==> src/rtl/fetch_pkg.sv <==
// Shared fetch-path types: the queued IFU entry and RISC-V opcode low bits.
package fetch_pkg;

  localparam int FETCH_XLEN = 32;
  localparam logic [1:0] RV_OPC_LOW = 2'b11;

  typedef struct packed {
    logic [31:2]           instr;
    logic [FETCH_XLEN-1:0] curr_pc;
    logic [FETCH_XLEN-1:0] inc_pc;
  } fetch_entry_t;

  // Rebuilds the full 32-bit encoding from the stored upper bits.
  function automatic logic [31:0] full_instr(input logic [31:2] instr);
    return {instr, RV_OPC_LOW};
  endfunction

endpackage

==> src/rtl/fetch_decode_buffer.sv <==
// Fetch-to-decode decoupling queue with registered back-pressure and flush.
// XLEN must match fetch_pkg::FETCH_XLEN because entries use fetch_entry_t.
module fetch_decode_buffer
  import fetch_pkg::*;
#(
  parameter int XLEN  = 32,
  parameter int DEPTH = 2
) (
  input  logic                       clk,
  input  logic                       reset,
  input  logic                       in_valid,
  input  logic [29:0]                instr_in,
  input  logic [XLEN-1:0]            curr_pc_in,
  input  logic [XLEN-1:0]            inc_pc_in,
  output logic                       stall_out,
  input  logic                       flush,
  output logic                       out_valid,
  input  logic                       out_ready,
  output logic [29:0]                instr_out,
  output logic [XLEN-1:0]            curr_pc_out,
  output logic [XLEN-1:0]            inc_pc_out,
  output logic [$clog2(DEPTH+1)-1:0] count
);

  localparam int PW = $clog2(DEPTH);
  localparam int CW = $clog2(DEPTH + 1);

  fetch_entry_t   mem_q [DEPTH];
  fetch_entry_t   mem_d [DEPTH];
  logic [PW-1:0]  wr_ptr_q, wr_ptr_d;
  logic [PW-1:0]  rd_ptr_q, rd_ptr_d;
  logic [CW-1:0]  count_q, count_d;

  logic           full;
  logic           empty;
  logic           push;
  logic           pop;
  fetch_entry_t   head;

  always_comb begin
    full  = (count_q == CW'(DEPTH));
    empty = (count_q == '0);
    push  = in_valid & ~full & ~flush;
    pop   = ~empty & out_ready & ~flush;
  end

  always_comb begin
    wr_ptr_d = wr_ptr_q;
    rd_ptr_d = rd_ptr_q;
    count_d  = count_q;
    mem_d    = mem_q;
    if (flush) begin
      // Storage is left as-is; count=0 hides stale entries.
      wr_ptr_d = '0;
      rd_ptr_d = '0;
      count_d  = '0;
    end else begin
      if (push) begin
        mem_d[wr_ptr_q] = '{instr: instr_in, curr_pc: curr_pc_in, inc_pc: inc_pc_in};
        wr_ptr_d        = wr_ptr_q + PW'(1);
      end
      if (pop) begin
        rd_ptr_d = rd_ptr_q + PW'(1);
      end
      case ({push, pop})
        2'b10:   count_d = count_q + CW'(1);
        2'b01:   count_d = count_q - CW'(1);
        default: count_d = count_q;
      endcase
    end
  end

  always_ff @(posedge clk) begin
    if (reset) begin
      wr_ptr_q <= '0;
      rd_ptr_q <= '0;
      count_q  <= '0;
    end else begin
      wr_ptr_q <= wr_ptr_d;
      rd_ptr_q <= rd_ptr_d;
      count_q  <= count_d;
    end
  end

  always_ff @(posedge clk) begin
    mem_q <= mem_d;
  end

  always_comb begin
    head        = mem_q[rd_ptr_q];
    out_valid   = ~empty;
    stall_out   = full;
    count       = count_q;
    instr_out   = empty ? '0 : head.instr;
    curr_pc_out = empty ? '0 : head.curr_pc;
    inc_pc_out  = empty ? '0 : head.inc_pc;
  end

endmodule

==> config.mk <==
export PLATFORM = sky130hd
export DESIGN_NAME = fetch_decode_buffer
export DESIGN_NICKNAME = d
export VERILOG_FILES = /design/src/rtl/fetch_pkg.sv /design/src/rtl/fetch_decode_buffer.sv
export SDC_FILE = /design/constraint.sdc
export NUM_CORES = 1
export LEC_CHECK = 0
export ABC_AREA = 0
export CORE_MARGIN = 2
export CORE_UTILIZATION = 52
export CTS_CLUSTER_DIAMETER = 100
export DETAILED_ROUTE_END_ITERATION = 10
export PLACE_DENSITY = 0.85
export SYNTH_ARGS = -nofsm -noshare
export SYNTH_HDL_FRONTEND = slang
export SYNTH_SLANG_ARGS = --single-unit
==> constraint.sdc <==
create_clock -name clk -period 12.7 [get_ports clk]
set_input_delay 3.175 -clock clk [delete_from_list [all_inputs] [get_ports clk]]
set_output_delay 3.175 -clock clk [all_outputs]
set_load 0.05 [all_outputs]
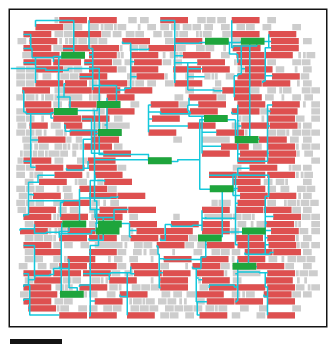
Figure 1: run 1, routed clock nets over the placement.
Bar = 20 um.
[cells driving clock nets] green | count: 17
[flip-flops] red | count: 192
[clock wires] cyan | length: 1830 um
flops lie	spread over the die
routed clock nets	18

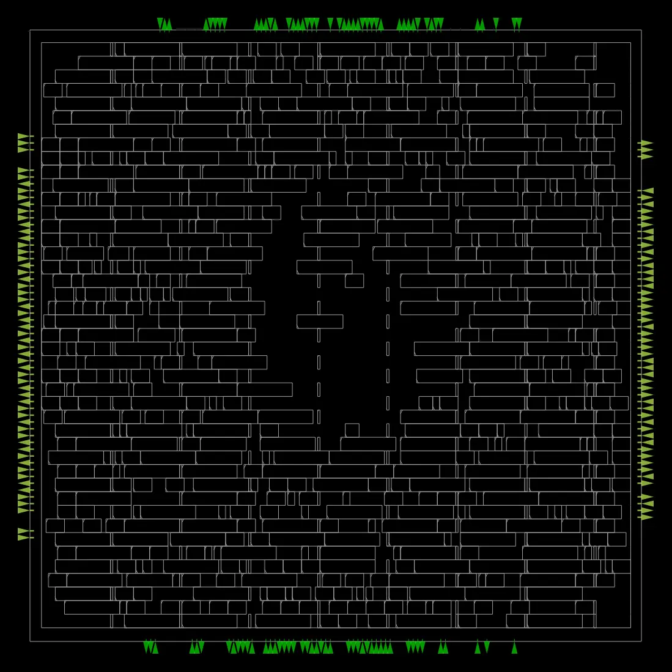
Figure 2: run 1, cell placement.
final core occ: 72.9%
fill count: 875
core area: 13800 um2

==> impl_metrics.tcl, run 1 <==
# flow metrics
set metrics [dict create \
    run_status "finished, final reports clean" \
    cp-end-kind "output port" \
    ant_nets 0 \
    port_buffers 196 \
    cts_made_buffers 17 \
    p_sw_mw 0.284 \
    reg2reg_slack_ns 9.62 \
    hold_end "count[1]" \
    finalHoldViolations 0 \
    drive_above_1_share_pct 5.83 \
    path_clk_slew_ns 0.06 \
    synth.distinct_cells 19 \
    drt_first_pass_iters 5 \
    finalClockSkew_ns 0.00703 \
    avgSynthCellArea_um2 17.1 \
    leakage_nw 3.19 \
    vdd_ir_drop_max_v 0.000115 \
    first_global_vias 4348 \
    ys_seq_elements 192 \
    use_met1_pct 24.1 \
    reg2reg_to "mem_q[183]" \
    start_kind "register" \
    wl_met1_um 5860 \
    synth-async-reset-ratio_pct 0 \
    via_per_inst 5.16 \
    cap_violations 0 \
    yosys_cells 424 \
    worstPathRequired_ns 9.52 \
    hpwl_um 9510 \
    cts_root_buf "clkbuf_16" \
    tool_warnings 26 \
    finalMaxSlewViolations 0 \
    holdCritPathClass "reg2reg" \
    grt_overflow 0 \
    seq_power_share_pct 51.0 \
    die_height_um 122 \
    powerComb_mw 0.119 \
    critPathBufInv 2 \
    cts_tree "done" \
    finalSetupViolCount 0 \
    grt_usage_pct 20.0 \
    cts_setup_buffers 0 \
    power_frac_clock_pct 40.6 \
    ys_area_um2 7270 \
    holdWs_ns 0.612 \
    met2_usage_pct 33.9 \
    n_antenna_cell 0 \
    pg_clk_mw 0.574 \
    syn-num-nets 524 \
    ys_seq_share_pct 78.8 \
    synthTopCellsByCount "edfxtp_1 (188), nor2_1 (100), mux2i_1 (94)" \
    ys.warnings.count 0 \
    cts_max_level 4 \
    finalCriticalPeriod_ns 6.46 \
    cp-startpoint "rd_ptr_q" \
    criticalPathCategory "reg2out" \
    endpoint "instr_out[17]" \
    slew_headroom_pct 26.5 \
    reg2reg_depth 4 \
    pg_seq_mw 0.722 \
    grt_first_pass_wirelength_um 22000 \
    cp_num_cells 4 \
    highest_layer "met4" \
    grt_max_degree 65 \
    clk_latency_ns 0.42 \
    crit_chain "buf_4 > mux2i_1 > nor2_1 > clkdlybuf4s50_1" \
    die-area_um2 14900 \
    fmax_mhz 155 \
    route.detailed.drc 0 \
    p_comb_share_pct 8.4 \
    fin_nets 723 \
    netlist_area_um2 7270 \
    rsz0062_at_grt "no" \
    antenna_found_initial 0 \
    die_width_um 122 \
    clock-sinks 192 \
    power_density_nw_per_um2 141 \
    yosys.area.top_type "edfxtp_1" \
    syn_inst 424 \
    edf_count 188 \
    use_met3_pct 5.06 \
    wirelength_um 14600 \
    grt-busiest-layer "met2" \
    placementRows 43 \
    met2WireLength_um 7530 \
    vias 4209 \
    wl_met3_um 886 \
    hold_depth 2 \
    setup_tns_ns 0 \
    wl_per_cell_um 17.9 \
    reg2reg_from "count[0]" \
    ios 197 \
    clockBufferDepth 2 \
    drt_iter0_drc 284 \
    area_leaders "edfxtp_1 (78%), mux2i_1 (13%), nor2_1 (5.2%), dfxtp_1 (1.1%), buf_2 (0.76%)" \
    flop_cell "edfxtp_1" \
    swShare_pct 20.1 \
    worst_pin_slew_ns 1.10 \
    slowest_stage "dfxtp_4" \
    syn2layout_area_growth_pct 38.3 \
    maxPowerGroup "registers" \
    critPathArrivalTime_ns 3.28 \
    cts_resized 0 \
    p_total_mw 1.42 \
    yosysTopAreaCellShare_pct 77.7 \
    fin_crit_sh_pct 50.9 \
    path_max_fanout 50 \
    cp_slowest_stage_delay_ns 0.88 \
    p_int_mw 1.13 \
    worstHoldStart "count[1]" \
    yosysMostFrequentCell "edfxtp_1" \
    fp_util_pct 52.8 \
    crit_family "buffers and inverters" \
    cts_hold_buf 0 \
    gp_congestion 0.769 \
]
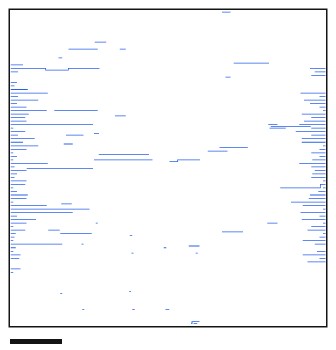
Figure 3: run 1, metal 3.
Bar = 20 um.
longest straight run	31.5 um
share of all routed wire	6.1%
wire length on this layer	886 um
nets with wire on the layer	127

[run 1: cells in the final DEF, fill, tap and decap left out]
cell             count
buf_4                5
clkbuf_16           17
clkdlybuf4s50_1    196
o21ai_0              2
xor2_1               2
clkinvlp_4           2
nor2_1              97
nor2_4               3
edfxtp_1           188
inv_1                3
or2_2                1
ha_1                 1
a21oi_1              2
nand2b_1             1
clkinv_2             2
mux2i_1             94
nand3b_1             1
bufinv_16            6
a21o_1               1
dfxtp_4              1
or3_1                1
clkinv_1             4
xnor2_1              1
dfxtp_1              3
nand3_1              1
[run 1: area by class of cell]
| type | instances | area (um2) | area share (%) |
|---|---|---|---|
| Timing Repair Buffer | 201 | 2000 | 19.9 |
| Clock buffer | 17 | 425 | 4.23 |
| Sequential cell | 192 | 5730 | 57.0 |
| Clock inverter | 14 | 220 | 2.19 |
| Multi-Input combinational cell | 208 | 1440 | 14.3 |
| Tap cell | 180 | 225 | 2.24 |
| Inverter | 3 | 11.3 | 0.112 |
[run 1: state kept, by name, indices dropped and copies added (netlist names)]
signal,cells
mem_q,188
wr_ptr_q,1
count,2
rd_ptr_q,1
[run 1: logic make-up after synthesis]
family / count (synthesis) / synth area share [%]
buffers and inverters: 24 / 1.74
DFF: 192 / 78.8
adders and majority gates: 1 / 0.172
muxes: 94 / 12.9
and+or+nand+nor: 105 / 5.60
xor gates and xnor gates: 3 / 0.362
AOI/OAI and AO/OA: 5 / 0.379
[run 1: metrics by stage]
step	cell area (um2)	instances	setup WS, ns
6_report	10000	815	6.24
5_1_grt	10000	815	6.06
4_1_cts	10000	815	6.20
3_5_place_dp	9400	784	6.60
3_3_place_gp	9400	784	6.68
2_1_floorplan	7270	424	4.86
## Run 2: what changed since run 1
Settings changed: CORE_UTILIZATION 52 to 43, PLACE_DENSITY 0.85 to 0.75.
Clock period 12.7 ns to 5.7 ns, I/O delays scaled along.
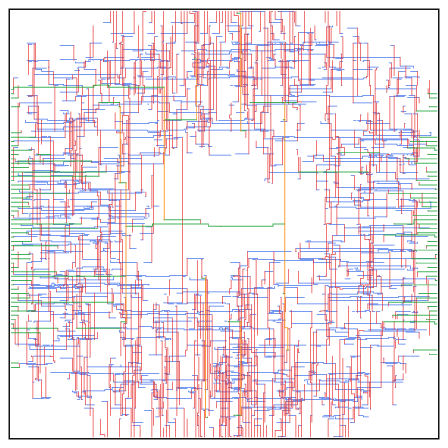
Figure 4: run 2, signal wires by layer.
layer	colour	wire length
met4	orange	316 um
met1	blue	5630 um
met2	red	7280 um
met3	green	917 um

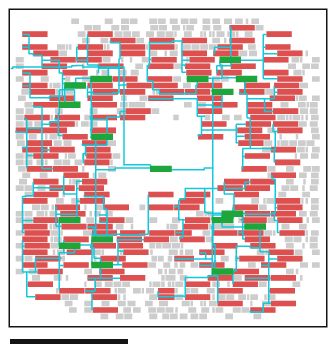
Figure 5: run 2, routed clock nets over the placement.
Bar = 50 um.
[clock wires] cyan | length: 1880 um
[flip-flops] red | count: 192
[cells driving clock nets] green | count: 17
flops lie	spread over the die

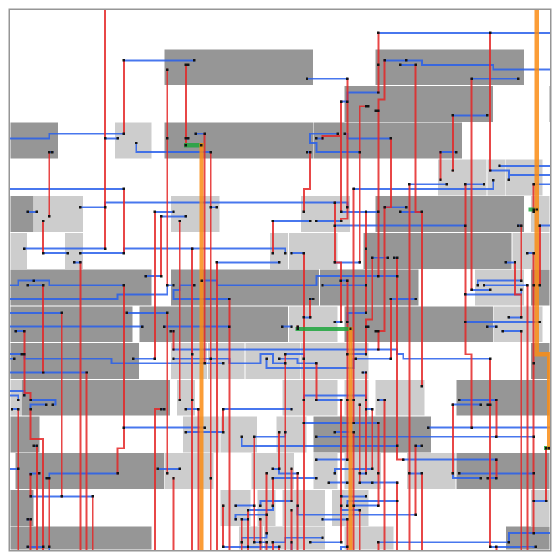
Figure 6: run 2, zoomed window.
Window x 47 to 87, y 20 to 60 um. Cells in grey, sequential cells in the stronger grey; small squares are vias.
layer	colour
met3	green
met2	red
met1	blue
met4	orange
most frequent	edfxtp_1 (18), mux2i_1 (8)
sequential cells in the window	20
cells with their middle in the window	58
netlist names of flops here include	mem_q (18)

==> run 2 against run 1 <==
Against the previous run: core utilization decreased by 12 points; non-clock buffer count up 2; wire length decreased by 3.1%; clock power rose by 85%; highest routed layer unchanged; sequential power increased by 120%; first-iteration DRC count shrank 20%; power grew 110%; critical endpoint is now curr_pc_out[29]; largest cell class unchanged; die area grew 20%; critical path depth did not move; register-to-register slack got worse by 6.0 ns; setup slack worse by 5.1 ns.
==> impl_metrics.tcl, run 2 <==
# flow metrics
set metrics [dict create \
    run_status "finished, final reports clean" \
    antenna_found_initial 0 \
    syn_inst 424 \
    syn-num-nets 524 \
    p_comb_share_pct 9.1 \
    place_ws_ns 1.49 \
    wl_per_cell_um 16.5 \
    placementRows 47 \
    holdCritPathClass "reg2reg" \
    ys_area_um2 7270 \
    flop_cell "edfxtp_1" \
    fin_nets 725 \
    seq_power_share_pct 54.7 \
    cp-end-kind "output port" \
    final.setup.worst_slack_ns 1.10 \
    n_antenna_cell 0 \
    p_int_mw 2.31 \
    leakage_nw 3.15 \
    fin_cells 858 \
    setup_tns_ns 0 \
    worst_pin_slew_ns 1.14 \
    path_clk_slew_ns 0.06 \
    path_max_fanout 49 \
    worstPathRequired_ns 4.28 \
    yosysTopAreaCellShare_pct 77.7 \
    finalHoldViolations 0 \
    wirelength_um 14100 \
    rsz0062_at_grt "no" \
    final_cell_mix "clkdlybuf4s50_1 (196), edfxtp_1 (188), nor2_1 (97)" \
    cts_root_buf "clkbuf_16" \
    cts_made_buffers 17 \
    grt_usage_pct 15.9 \
    ios 197 \
    clk_latency_ns 0.42 \
    drive_above_1_share_pct 5.96 \
    area_leaders "edfxtp_1 (78%), mux2i_1 (13%), nor2_1 (5.2%), dfxtp_1 (1.1%), buf_2 (0.76%)" \
    clockBufferDepth 2 \
    vias 4142 \
    num-fill-cells 1207 \
    die_height_um 134 \
    grt_max_degree 50 \
    fp_util_pct 44.0 \
    cts_max_level 4 \
    netlist_area_um2 7270 \
    drt_first_pass_iters 4 \
    top_logic_kind "multiplexers" \
    final_area_um2 10000 \
    cts_resized 0 \
    ys_seq_share_pct 78.8 \
    finalClockSkew_ns 0.00600 \
    port_buffers 196 \
    final_util_pct 60.6 \
    ant_nets 0 \
    slew_headroom_pct 23.5 \
    vdd_ir_drop_max_v 0.000189 \
    gp_congestion 0.771 \
    criticalPathCategory "reg2out" \
    core_um2 16500 \
    largest_reg_flops 188 \
    dpl_cell_area_um2 9480 \
    avgSynthCellArea_um2 17.1 \
    route.detailed.drc 0 \
    finalSetupViolCount 0 \
    synthTopCellsByCount "edfxtp_1 (188), nor2_1 (100), mux2i_1 (94)" \
    cap_violations 0 \
    p_sw_mw 0.631 \
    adder_share_pct 0.172 \
    critPathArrivalTime_ns 3.18 \
]
-- run 2: cell counts after synthesis --
Identical to the previous run, type by type.
-- run 2: path summary, 6_finish.rpt --
check             startpoint              end  slack (ns)  cells past startpoint
setup / recovery    count[0]  curr_pc_out[29]        1.10                      4
hold / removal      count[1]         count[1]        0.57                      2
setup reg to reg    count[0]        mem_q[41]        3.63                      4
hold reg to reg     count[1]         count[1]        0.57                      2
-- run 2: cell families (layout without fill, tap and decap cells) --
group / after synthesis / after routing
DFF: 192 / 192
muxes: 94 / 94
xor gates and xnor gates: 3 / 3
AOI/OAI and AO/OA: 5 / 5
and+or+nand+nor: 105 / 105
adders and majority gates: 1 / 1
buffers and inverters: 24 / 238
-- run 2: power by group through the flow --
stage	clock [mW]	combinational, mW	sequential [mW]
2_1_floorplan	0	0.132	1.64
3_3_place_gp	0	0.264	1.64
3_5_place_dp	0	0.269	1.64
4_1_cts	1.09	0.271	1.61
5_1_grt	1.15	0.283	1.61
6_report	1.06	0.267	1.61
-- run 2: layout make-up --
cell class / count / area [um2] / share of cell area, %
flip-flops and latches: 192 / 5730 / 57.2
inverters: 3 / 11.3 / 0.112
repair buffers: 203 / 2030 / 20.2
well taps: 220 / 275 / 2.75
clock inverters: 11 / 92.6 / 0.925
multi-input cells: 208 / 1440 / 14.3
clock buffers: 21 / 440 / 4.40
-- run 2: critical path, stage by stage, from the launching register on --
cell and delay [ns]:
dfxtp_1 0.39, nor2_4 0.88, buf_4 0.56, nor2_1 0.11, clkdlybuf4s50_1 0.73
-- run 2: routing by layer --
metal	wire length, um	global-route usage, %
met5	0	0
met1	5630	19.1
met2	7280	26.8
met3	917	4.80
met4	315	6.62
## Run 3: what changed since run 2
Clock period 5.7 ns to 3.9 ns, I/O delays scaled along.
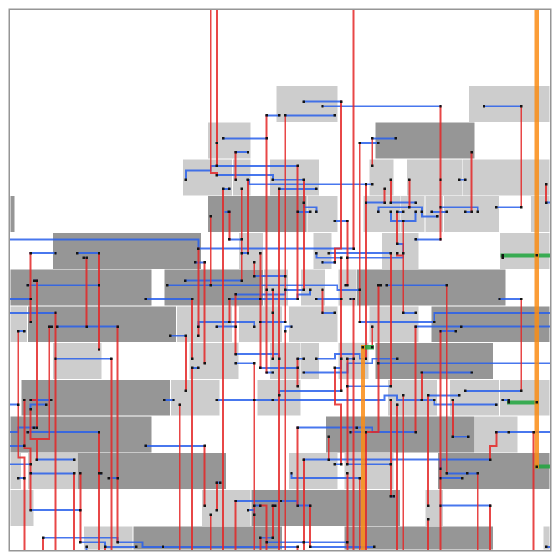
Figure 7: run 3, zoomed window.
Window x 47 to 87, y 20 to 60 um. Cells in grey, sequential cells in the stronger grey; small squares are vias.
layer	colour
met3	green
met4	orange
met1	blue
met2	red
most frequent	edfxtp_1 (13), clkdlybuf4s50_1 (9), mux2i_1 (5)
sequential cells in the window	17
cells with their middle in the window	57
netlist names of flops here include	mem_q (13), count (2)

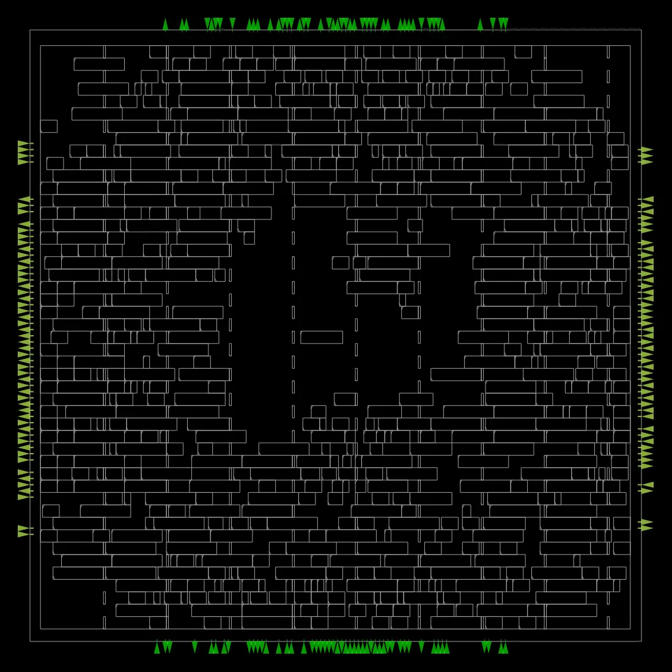
Figure 8: run 3, cell placement.
fill count: 1168
core area: 16500 um2
Flops: 192
final core occ: 61.2%

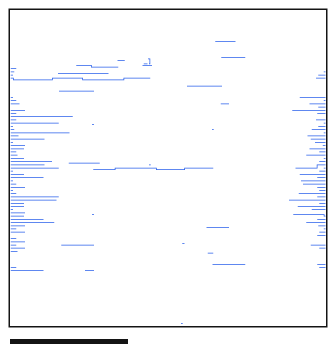
Figure 9: run 3, metal 3.
Bar = 50 um.
share of all routed wire	6.1%
nets with wire on the layer	110

==> run 3 against run 2 <==
Against the previous run: critical path depth unchanged; flip-flop count unchanged; global-route usage increased by 0.43 points; combinational power increased by 48%; first-iteration DRC count increased by 12%; hold slack improved by 0.076 ns; core utilization increased by 0.66 points; clock power increased by 66%; sequential power increased by 46%; critical path type unchanged; largest cell class unchanged; largest power group unchanged.
==> impl_metrics.tcl, run 3 <==
# flow metrics
set metrics [dict create \
    powerComb_mw 0.395 \
    worst_pin_slew_ns 1.06 \
    met2_usage_pct 28.9 \
    first_global_vias 4316 \
    die-area_um2 18000 \
    ios 197 \
    drive_above_1_share_pct 6.90 \
    vias 4165 \
    place_ws_ns 0.211 \
    critPathArrivalTime_ns 2.70 \
    crit_family "buffers and inverters" \
    n_antenna_cell 0 \
    syn_inst 424 \
    cts_setup_buffers 0 \
    p_total_mw 4.50 \
    dpl_cell_area_um2 9500 \
    criticalPathCategory "reg2out" \
    worstPathRequired_ns 2.92 \
    avgSynthCellArea_um2 17.1 \
    clk_latency_ns 0.42 \
    use_met3_pct 4.69 \
    slowest_stage "clkdlybuf4s50_1" \
    tool_warnings 27 \
    drt_first_pass_iters 4 \
    syn2layout_area_growth_pct 39.3 \
    p_int_mw 3.52 \
    fin_crit_sh_pct 94.1 \
    grt-busiest-layer "met2" \
    p_sw_mw 0.984 \
    ys_seq_elements 192 \
    run_status "finished, final reports clean" \
    ant_nets 0 \
    top_register "mem_q" \
    flop_cell "edfxtp_1" \
    syn-num-nets 524 \
    cap_violations 0 \
    yosys_cells 424 \
    fin_nets 725 \
    critPathBufInv 2 \
    swShare_pct 21.8 \
    pg_clk_mw 1.76 \
    power_density_nw_per_um2 445 \
    wl_per_cell_um 16.7 \
    crit_chain "nor2_4 > buf_4 > nor2_1 > clkdlybuf4s50_1" \
    finalSetupViolCount 0 \
    ys.warnings.count 0 \
    fmax_mhz 272 \
    p_comb_share_pct 8.8 \
    cts_root_buf "clkbuf_16" \
    leakage_nw 3.19 \
    edf_count 188 \
    grt_usage_pct 16.3 \
    clock-sinks 192 \
    fp_util_pct 44.0 \
    cp-end-kind "output port" \
    vdd_ir_drop_max_v 0.000295 \
    grt_max_degree 95 \
    final_cell_mix "clkdlybuf4s50_1 (196), edfxtp_1 (188), nor2_1 (97)" \
    cts_max_level 4 \
    path_clk_slew_ns 0.07 \
    pg_seq_mw 2.35 \
    slew_headroom_pct 29.0 \
    final_area_um2 10100 \
    die_width_um 134 \
    cts_resized 0 \
    ys_area_um2 7270 \
    die_height_um 134 \
    clockBufferDepth 2 \
    port_buffers 196 \
    finalHoldViolations 0 \
    setup_tns_ns 0 \
    yosysTopAreaCellShare_pct 77.7 \
    use_met1_pct 18.8 \
    cts_made_buffers 17 \
    hpwl_um 8870 \
    cp_slowest_stage_delay_ns 0.73 \
    ys_seq_share_pct 78.8 \
    area_leaders "edfxtp_1 (78%), mux2i_1 (13%), nor2_1 (5.2%), dfxtp_1 (1.1%), buf_2 (0.76%)" \
    maxPowerGroup "registers" \
    path_max_fanout 50 \
    rsz0062_at_grt "no" \
    holdCritPathClass "reg2reg" \
    via_per_inst 4.85 \
    cts_tree "done" \
    antenna_found_initial 0 \
    finalClockSkew_ns 0.00549 \
    yosys.area.top_type "edfxtp_1" \
    synthTopCellsByCount "edfxtp_1 (188), nor2_1 (100), mux2i_1 (94)" \
    final.setup.worst_slack_ns 0.229 \
    largest_reg_flops 188 \
    seq_power_share_pct 52.1 \
    gp_congestion 0.752 \
    netlist_area_um2 7270 \
    placementRows 47 \
    wirelength_um 14300 \
    route.detailed.drc 0 \
]
## run 3: cell counts after synthesis
No cell type changed its count.
## run 3: worst min-delay path, stage by stage (launching register included)
cell,delay (ns)
dfxtp_1,0.33
inv_1,0.13
a21o_1,0.10
a21oi_1,0.05
## run 3: worst paths after layout
path,startpoint,slack [ns],cells after the start,endpoint
worst min-delay path,wr_ptr_q,0.65,3,wr_ptr_q
worst max-delay path,count[0],0.23,4,inc_pc_out[6]
worst max register to register,count[0],1.78,4,mem_q[110]
worst min register to register,wr_ptr_q,0.65,3,wr_ptr_q
## run 3: timing repair
item                                   4_1_cts  5_1_grt
endpoints found under the hold margin        0        0
hold buffers                                 0        0
setup endpoints to repair                   50        0
## run 3: kinds of logic after synthesis
group | after synthesis | share of synthesized area (%)
fa+ha+maj | 1 | 0.172
buf+inv | 24 | 1.74
xor+xnor | 3 | 0.362
mux | 94 | 12.9
simple gates | 105 | 5.60
compound gates | 5 | 0.379
flops | 192 | 78.8
## run 3: per-stage QoR
stage               instances  hold WS [ns]
global route              858         0.687
global placement          824         0.536
detailed placement        824         0.562
floorplan                 424         0.549
finish                    858         0.651
CTS                       858         0.658
## run 3: final cells by class
class                           instances  area, um2  area share [%]
Sequential cell                       192       5730            56.6
Timing Repair Buffer                  201       2050            20.2
Multi-Input combinational cell        210       1450            14.3
Clock buffer                           17        425            4.20
Tap cell                              220        275            2.72
Clock inverter                         15        181            1.79
Inverter                                3       11.3           0.111
## run 3: layer usage
| layer | vias up | wire length (um) |
|---|---|---|
| met4 | 0 | 223 |
| met3 | 18 | 869 |
| met5 | - | 0 |
| li1 | 1975 | - |
| met1 | 2035 | 5850 |
| met2 | 137 | 7350 |
No activity file was given, so power comes from the tool's default toggle rates.
